**src/rtl/mem_ctrl_pkg.sv**
```systemverilog
// Shared definitions for the byte-wide RAM port sequencer.
// Holds the FSM state encoding, the mem_len codes, the owner constants and
// a helper that turns a mem_len code into a byte count.
package mem_ctrl_pkg;

   typedef enum logic [1:0] {
      ST_IDLE   = 2'd0,
      ST_ACCESS = 2'd1,
      ST_TAIL   = 2'd2,
      ST_DONE   = 2'd3
   } state_e;

   localparam logic [1:0] LEN_B = 2'd0;
   localparam logic [1:0] LEN_H = 2'd1;
   localparam logic [1:0] LEN_W = 2'd2;

   localparam logic OWNER_IF  = 1'b0;
   localparam logic OWNER_MEM = 1'b1;

   // Byte counter must hold 0..4 (it steps once past the last byte).
   localparam int BYTE_CNT_W = 3;

   // Code 3 is not a legal size; it is handled as a full word.
   function automatic logic [BYTE_CNT_W-1:0] len_to_bytes(input logic [1:0] len);
      case (len)
         LEN_B:   return BYTE_CNT_W'(1);
         LEN_H:   return BYTE_CNT_W'(2);
         default: return BYTE_CNT_W'(4);
      endcase
   endfunction

endpackage

```
**src/rtl/mem_byte_assembler.sv**
```systemverilog
// Byte-lane datapath for the RAM port sequencer.
// Keeps the byte index k, selects the store byte for lane k, and inserts
// returned read bytes into their little-endian lane.
// Ports:
//   clk, rst    : clock, synchronous active-high reset (byte counter only)
//   start_i     : new transaction accepted; k=0, latch wdata, clear read data
//   step_i      : advance k by one
//   cap_en_i    : write din_i into lane k-1
//   wdata_i     : store data to latch on start_i
//   din_i       : byte returned by the RAM
//   k_o         : current byte index
//   wbyte_o     : store byte for lane k
//   rdata_o     : assembled read data (unused lanes stay zero)
module mem_byte_assembler
   import mem_ctrl_pkg::*;
#(
   parameter int DATA_W = 32
) (
   input  logic                  clk,
   input  logic                  rst,
   input  logic                  start_i,
   input  logic                  step_i,
   input  logic                  cap_en_i,
   input  logic [DATA_W-1:0]     wdata_i,
   input  logic [7:0]            din_i,
   output logic [BYTE_CNT_W-1:0] k_o,
   output logic [7:0]            wbyte_o,
   output logic [DATA_W-1:0]     rdata_o
);

   logic [BYTE_CNT_W-1:0] k_q, k_d;
   logic [DATA_W-1:0]     wdata_q, wdata_d;
   logic [DATA_W-1:0]     data_q, data_d;
   logic [1:0]            cap_lane;

   // Read data lags the issued address by one cycle, so the byte
   // arriving now belongs to the lane issued one step earlier.
   assign cap_lane = 2'(k_q - BYTE_CNT_W'(1));

   always_comb begin
      k_d     = k_q;
      wdata_d = wdata_q;
      data_d  = data_q;
      if (start_i) begin
         k_d     = '0;
         wdata_d = wdata_i;
         data_d  = '0;
      end else begin
         if (step_i)   k_d = k_q + BYTE_CNT_W'(1);
         if (cap_en_i) data_d[8*cap_lane +: 8] = din_i;
      end
   end

   always_ff @(posedge clk) begin
      if (rst) k_q <= '0;
      else     k_q <= k_d;
   end

   always_ff @(posedge clk) begin
      wdata_q <= wdata_d;
      data_q  <= data_d;
   end

   assign k_o     = k_q;
   assign wbyte_o = wdata_q[8*k_q[1:0] +: 8];
   assign rdata_o = data_q;

endmodule

```
**src/rtl/mem_port_arbiter.sv**
```systemverilog
// Arbiter and sequencer for the single byte-wide RAM port.
// Serves word fetches from IF and 1/2/4-byte loads/stores from MEM, one at a
// time with MEM having fixed priority, walks the bytes of the access on the
// RAM port and returns assembled little-endian read data with a done pulse.
// Ports:
//   clk, rst                         : clock, synchronous active-high reset
//   if_req/if_addr                   : IF fetch request (level) and address
//   if_busy/if_done/if_data          : IF pending flag, done pulse, word
//   mem_req/mem_wr/mem_len/mem_addr  : MEM request, store flag, size, address
//   mem_wdata                        : MEM store data (low bytes used)
//   mem_busy/mem_done/mem_rdata      : MEM pending flag, done pulse, load data
//   ram_a/ram_dout/ram_wr            : RAM byte address, write byte, strobe
//   ram_din                          : RAM read byte, one cycle after ram_a
module mem_port_arbiter
   import mem_ctrl_pkg::*;
#(
   parameter int ADDR_W = 32,
   parameter int DATA_W = 32
) (
   input  logic              clk,
   input  logic              rst,
   input  logic              if_req,
   input  logic [ADDR_W-1:0] if_addr,
   output logic              if_busy,
   output logic              if_done,
   output logic [DATA_W-1:0] if_data,
   input  logic              mem_req,
   input  logic              mem_wr,
   input  logic [1:0]        mem_len,
   input  logic [ADDR_W-1:0] mem_addr,
   input  logic [DATA_W-1:0] mem_wdata,
   output logic              mem_busy,
   output logic              mem_done,
   output logic [DATA_W-1:0] mem_rdata,
   output logic [ADDR_W-1:0] ram_a,
   output logic [7:0]        ram_dout,
   output logic              ram_wr,
   input  logic [7:0]        ram_din
);

   state_e                state_q, state_d;
   logic                  owner_q, owner_d;
   logic [ADDR_W-1:0]     base_q, base_d;
   logic [BYTE_CNT_W-1:0] n_q, n_d;
   logic                  wr_q, wr_d;
   logic                  if_busy_q, if_busy_d;
   logic                  mem_busy_q, mem_busy_d;
   logic                  if_done_q, if_done_d;
   logic                  mem_done_q, mem_done_d;

   logic                  start, step, cap_en;
   logic [BYTE_CNT_W-1:0] k;
   logic [7:0]            wbyte;
   logic [DATA_W-1:0]     rdata;

   mem_byte_assembler #(
      .DATA_W (DATA_W)
   ) u_asm (
      .clk      (clk),
      .rst      (rst),
      .start_i  (start),
      .step_i   (step),
      .cap_en_i (cap_en),
      .wdata_i  (mem_wdata),
      .din_i    (ram_din),
      .k_o      (k),
      .wbyte_o  (wbyte),
      .rdata_o  (rdata)
   );

   always_comb begin
      state_d    = state_q;
      owner_d    = owner_q;
      base_d     = base_q;
      n_d        = n_q;
      wr_d       = wr_q;
      start      = 1'b0;
      step       = 1'b0;
      cap_en     = 1'b0;
      if_done_d  = 1'b0;
      mem_done_d = 1'b0;
      ram_a      = '0;
      ram_dout   = 8'h00;
      ram_wr     = 1'b0;

      case (state_q)
         ST_IDLE: begin
            if (mem_req) begin
               start   = 1'b1;
               owner_d = OWNER_MEM;
               base_d  = mem_addr;
               n_d     = len_to_bytes(mem_len);
               wr_d    = mem_wr;
               state_d = ST_ACCESS;
            end else if (if_req) begin
               start   = 1'b1;
               owner_d = OWNER_IF;
               base_d  = if_addr;
               n_d     = BYTE_CNT_W'(4);
               wr_d    = 1'b0;
               state_d = ST_ACCESS;
            end
         end
         ST_ACCESS: begin
            // Address arithmetic wraps naturally at ADDR_W bits.
            ram_a    = base_q + ADDR_W'(k);
            ram_wr   = wr_q;
            ram_dout = wr_q ? wbyte : 8'h00;
            step     = 1'b1;
            // Byte k-1 is on ram_din now; byte 0 has not arrived yet at k=0.
            cap_en   = ~wr_q & (k != '0);
            if (k == n_q - BYTE_CNT_W'(1)) state_d = wr_q ? ST_DONE : ST_TAIL;
         end
         ST_TAIL: begin
            cap_en  = 1'b1;
            state_d = ST_DONE;
         end
         ST_DONE: begin
            if_done_d  = (owner_q == OWNER_IF);
            mem_done_d = (owner_q == OWNER_MEM);
            state_d    = ST_IDLE;
         end
         default: state_d = ST_IDLE;
      endcase

      if_busy_d  = if_req  & ~((state_q == ST_DONE) & (owner_q == OWNER_IF));
      mem_busy_d = mem_req & ~((state_q == ST_DONE) & (owner_q == OWNER_MEM));
   end

   always_ff @(posedge clk) begin
      if (rst) begin
         state_q    <= ST_IDLE;
         owner_q    <= OWNER_IF;
         n_q        <= '0;
         wr_q       <= 1'b0;
         if_busy_q  <= 1'b0;
         mem_busy_q <= 1'b0;
         if_done_q  <= 1'b0;
         mem_done_q <= 1'b0;
      end else begin
         state_q    <= state_d;
         owner_q    <= owner_d;
         n_q        <= n_d;
         wr_q       <= wr_d;
         if_busy_q  <= if_busy_d;
         mem_busy_q <= mem_busy_d;
         if_done_q  <= if_done_d;
         mem_done_q <= mem_done_d;
      end
   end

   // Base address is only observed while ACCESS is active.
   always_ff @(posedge clk) begin
      base_q <= base_d;
   end

   // The assembled word is held until the next accept, which cannot occur
   // before the done cycle has ended, so gating by done keeps it stable.
   assign if_busy   = if_busy_q;
   assign mem_busy  = mem_busy_q;
   assign if_done   = if_done_q;
   assign mem_done  = mem_done_q;
   assign if_data   = if_done_q  ? rdata : '0;
   assign mem_rdata = mem_done_q ? rdata : '0;

endmodule

```
**config.mk**
```make
export PLATFORM = sky130hd
export DESIGN_NAME = mem_port_arbiter
export DESIGN_NICKNAME = d
export VERILOG_FILES = /design/src/rtl/mem_ctrl_pkg.sv /design/src/rtl/mem_byte_assembler.sv /design/src/rtl/mem_port_arbiter.sv
export SDC_FILE = /design/constraint.sdc
export NUM_CORES = 1
export LEC_CHECK = 0
export CAP_MARGIN = 10
export CORE_UTILIZATION = 49
export CTS_BUF_LIST = sky130_fd_sc_hd__clkbuf_16
export CTS_CLUSTER_SIZE = 16
export DETAILED_ROUTE_END_ITERATION = 16
export PLACE_DENSITY_LB_ADDON = 0.15
export SKIP_CTS_REPAIR_TIMING = 1
export SYNTH_ARGS = -nofsm -noshare
export SYNTH_HDL_FRONTEND = slang
export SYNTH_SLANG_ARGS = --single-unit
```
**constraint.sdc**
```tcl
create_clock -name clk -period 5.9 [get_ports clk]
set_input_delay 1.18 -clock clk [delete_from_list [all_inputs] [get_ports clk]]
set_output_delay 1.18 -clock clk [all_outputs]
set_load 0.005 [all_outputs]
```
==> run_results.csv <==
group,metric,value,unit
route,wl_per_cell,16.58,um
critical_path,rr_endpoint,"u_asm.rdata_o[0]$_SDFFE_PP0P_",
critical_path,worstSetupEndpoint,"ram_a[23]",
grt,grt_max_degree,102,
critical_path,crit_arrival,3.73,ns
yosys,synthTopCellsByArea,"edfxtp_1, dfxtp_1, and2_1",
route,drc,0,
die,ios,220,
layout,most-common-layout-cells,"clkdlybuf4s50_1, and2_1, edfxtp_1",
place,dp_hpwl,11650,um
cts,cts_tree,"done",
yosys,ys_ff,110,
critical_path,r2r_start,"u_asm.k_o[1]$_SDFFE_PP0N_",
timing,fmax,0.2039,GHz
layout,final_area,8805,um2
status,status,"finished, final reports clean",
yosys,yosys-top-cells-count,"and2_1, edfxtp_1, a21oi_1",
critical_path,crit_fanout,21,
yosys,yosysCellCount,619,
pwr,p_clk_frac,0.214,
grt,grt_pass1_vias,5346,
hold_path,hp-start,"u_asm.rdata_o[23]$_SDFFE_PP0P_",
grt,antenna_found_initial,0,
critical_path,crit_type,"reg -> out",
route,routed_wl,16190,um
critical_path,reg2reg_slack,2.90,ns
cts,htree_num_levels,3,
timing,setup_ws,0.9950,ns
route,drt_iter0_markers,236,
pwr,p_sw_frac,0.3799,
yosys,ys_seq_frac,0.4578,
yosys,async_reset_ff_frac,0,
route,met2_length,8131,um
pwr,maxPowerGroup,"registers",
job,tool_warnings,36,
route,ant_nets,0,
grt,grt_util_met2,0.4347,
pwr,vdd_drop_max,0.2287,mV
timing,hold_ws,0.4795,ns
pwr,combPwrFrac,0.394,
layout,lay_top_count,"clkdlybuf4s50_1",
die,rows,40,
hold_path,min_path_cells,2,
layout,drive_above_1_share,0.08529,
timing,fin_worst_skew,0.007334,ns
pwr,total_leakage_power,0.003002,uW
route,highest_layer,"met4",
grt,grt_first_pass_wirelength,25830,um
die,initCoreUtil,0.5106,
critical_path,critical-path-slowest-cell,"dfxtp_1",
job,max_cap_violations,0,
yosys,ys_types,49,
grt,grt_util_met1,0.3040,
place,dpl_cell_area,8461,um2
route,firstDrtPassIters,4,
layout,final_nets,931,
critical_path,crit_start,"u_asm.k_o[1]$_SDFFE_PP0N_",
cts,max-clock-path-buffers,2,
layout,area_growth,41.79,%
route,dr_wl_met3,1090,um
place,pre_cts_slack,1.383,ns
route,wl_met1,6669,um
critical_path,cp-end-kind,"output pin",
critical_path,cp_cell_sequence,"ha_1 -> a211oi_1 -> nand4bb_1 -> or4_1 -> a21oi_1 -> clkdlybuf4s50_1",
hold_path,hold_path_end,"u_asm.rdata_o[23]$_SDFFE_PP0P_",
yosys,flop_cell,"edfxtp_1",
timing,slew_headroom,0.2778,
pwr,pwr-share-seq,0.392,
timing,setup-tns-final,0,ns
die,dieHeight,114.6,um
yosys,top_cell,"and2_1",
critical_path,start_kind,"register",
critical_path,worstSetupPathDepth,6,
timing,rsz0062_at_grt,"no",
pwr,powerDensity,335.2,nW/um2
timing,period_used_share,0.8314,
layout,fin_cells,977,
die,die-area,13130,um2
layout,antenna_cells,0,
pwr,pg_comb,1160,uW
critical_path,crit_family,"simple AND/OR/NAND/NOR gates",
pwr,powerClk,632,uW
yosys,synth-edff-count,64,
critical_path,cp_slowest_stage_delay,0.77,ns
timing,finalMaxSlewViolations,0,
timing,fin_crit,4.905,ns
cts,cts_buffers,9,
critical_path,crit_required,4.72,ns
yosys,avgSynthCellArea,10.03,um2
timing,hold_viol_final,0,
pwr,power.internal,1830,uW
grt,met3_usage,0.05823,
layout,fin_util,0.7240,
yosys,ys_warn_count,0,
place,placed_cells,960,
grt,top_usage_layer,"met2",
route,vias_per_cell,5.605,
yosys,yosysChipArea,6210,um2
grt,grt_overflow,0,
yosys,top_area_frac,0.3095,
yosys,largest_area_cell,"edfxtp_1",
route,vias,5476,
yosys,syn_area,6210,um2
pwr,seq_cell_power,1160,uW
yosys,floorplan.nets,746,
yosys,synth_cells,619,
timing,setup_viol_count_final,0,
die,core_area,12160,um2
hold_path,hold_path.class,"reg -> reg",
place,numPortBuffers,219,
cts,clk_pin_slew,0.08,ns
grt,track_usage,0.2516,
cts,clock-root-buffer,"clkbuf_16",
timing,tightest_slew,1.082,ns
pwr,switching_power,1121,uW
place,gp_congestion,0.8923,
critical_path,path_buffers,1,
pwr,p_total,2952,uW
critical_path,reg2reg_depth,7,
die,die_w,114.6,um
==> logic make-up (layout without fill, tap and decap cells) <==
| kind of cell | count (synthesis) | in the layout | share of synthesized area |
|---|---|---|---|
| AOI/OAI and AO/OA | 123 | 123 | 0.1275 |
| muxes | 44 | 44 | 0.09349 |
| DFF | 110 | 110 | 0.4578 |
| adders and majority gates | 16 | 16 | 0.03345 |
| buffers and inverters | 73 | 263 | 0.04594 |
| and+or+nand+nor | 240 | 240 | 0.2235 |
| xor gates and xnor gates | 13 | 13 | 0.01834 |
==> layout make-up <==
cell class,count,area (um2)
repair buffers,225,2257
fillers,887,3357
well taps,168,210.2
clock inverters,6,66.31
flip-flops and latches,110,2843
multi-input cells,436,3095
inverters,22,82.58
clock buffers,10,250.2
### Met4 routing

Supply wires on this layer in grey.
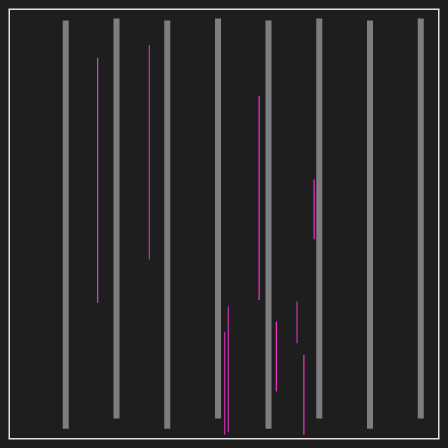
wire length on this layer	303 um
main direction	vertical

### Drive-strength map

Bar = 20 um.
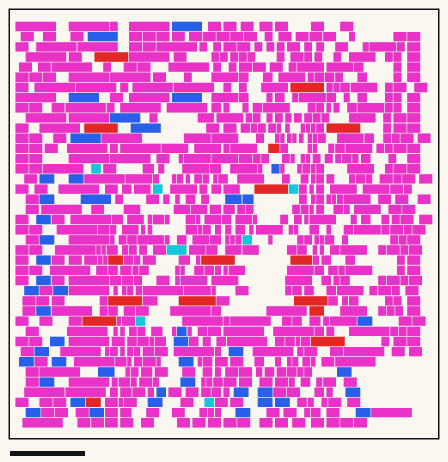
colour	size	cells	share
magenta	x1 and smaller	740	91%
blue	x2	46	5.7%
cyan	x3 and x4	7	0.87%
red	x6 and larger	16	2.0%

### The clock network

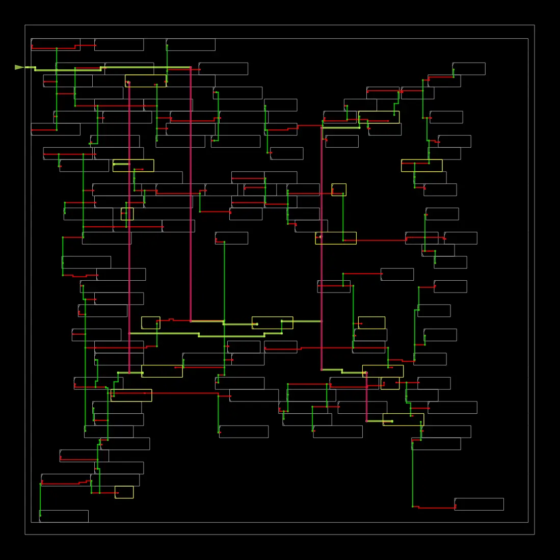
TritonCTS Sinks: 110
clk latency late pin: 0.36 ns

### Where the registers sit

Other sequential cells in the stronger grey, the rest of the logic in the fainter grey.
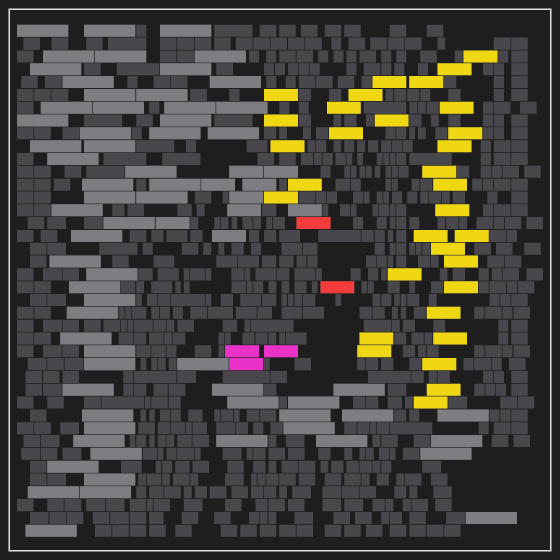
colour	name in the netlist	sequential cells
red	`state_q`	2
yellow	`u_asm.rdata_o`	32
magenta	`n_q`	3
not coloured	73

### Clock distribution

Bar = 20 um.
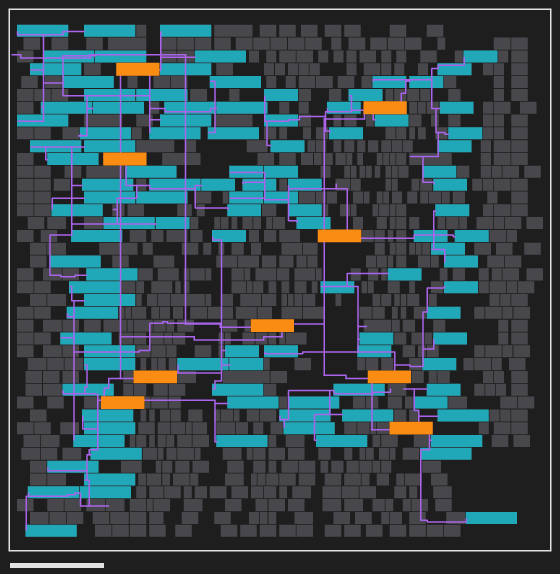
[cyan] flip-flops | count: 110
[orange] clock-net drivers | count: 9
[purple] clock wires | length: 1300 um
flops lie	all over the die
routed clock nets	10

Power and IR drop assume default switching activity.
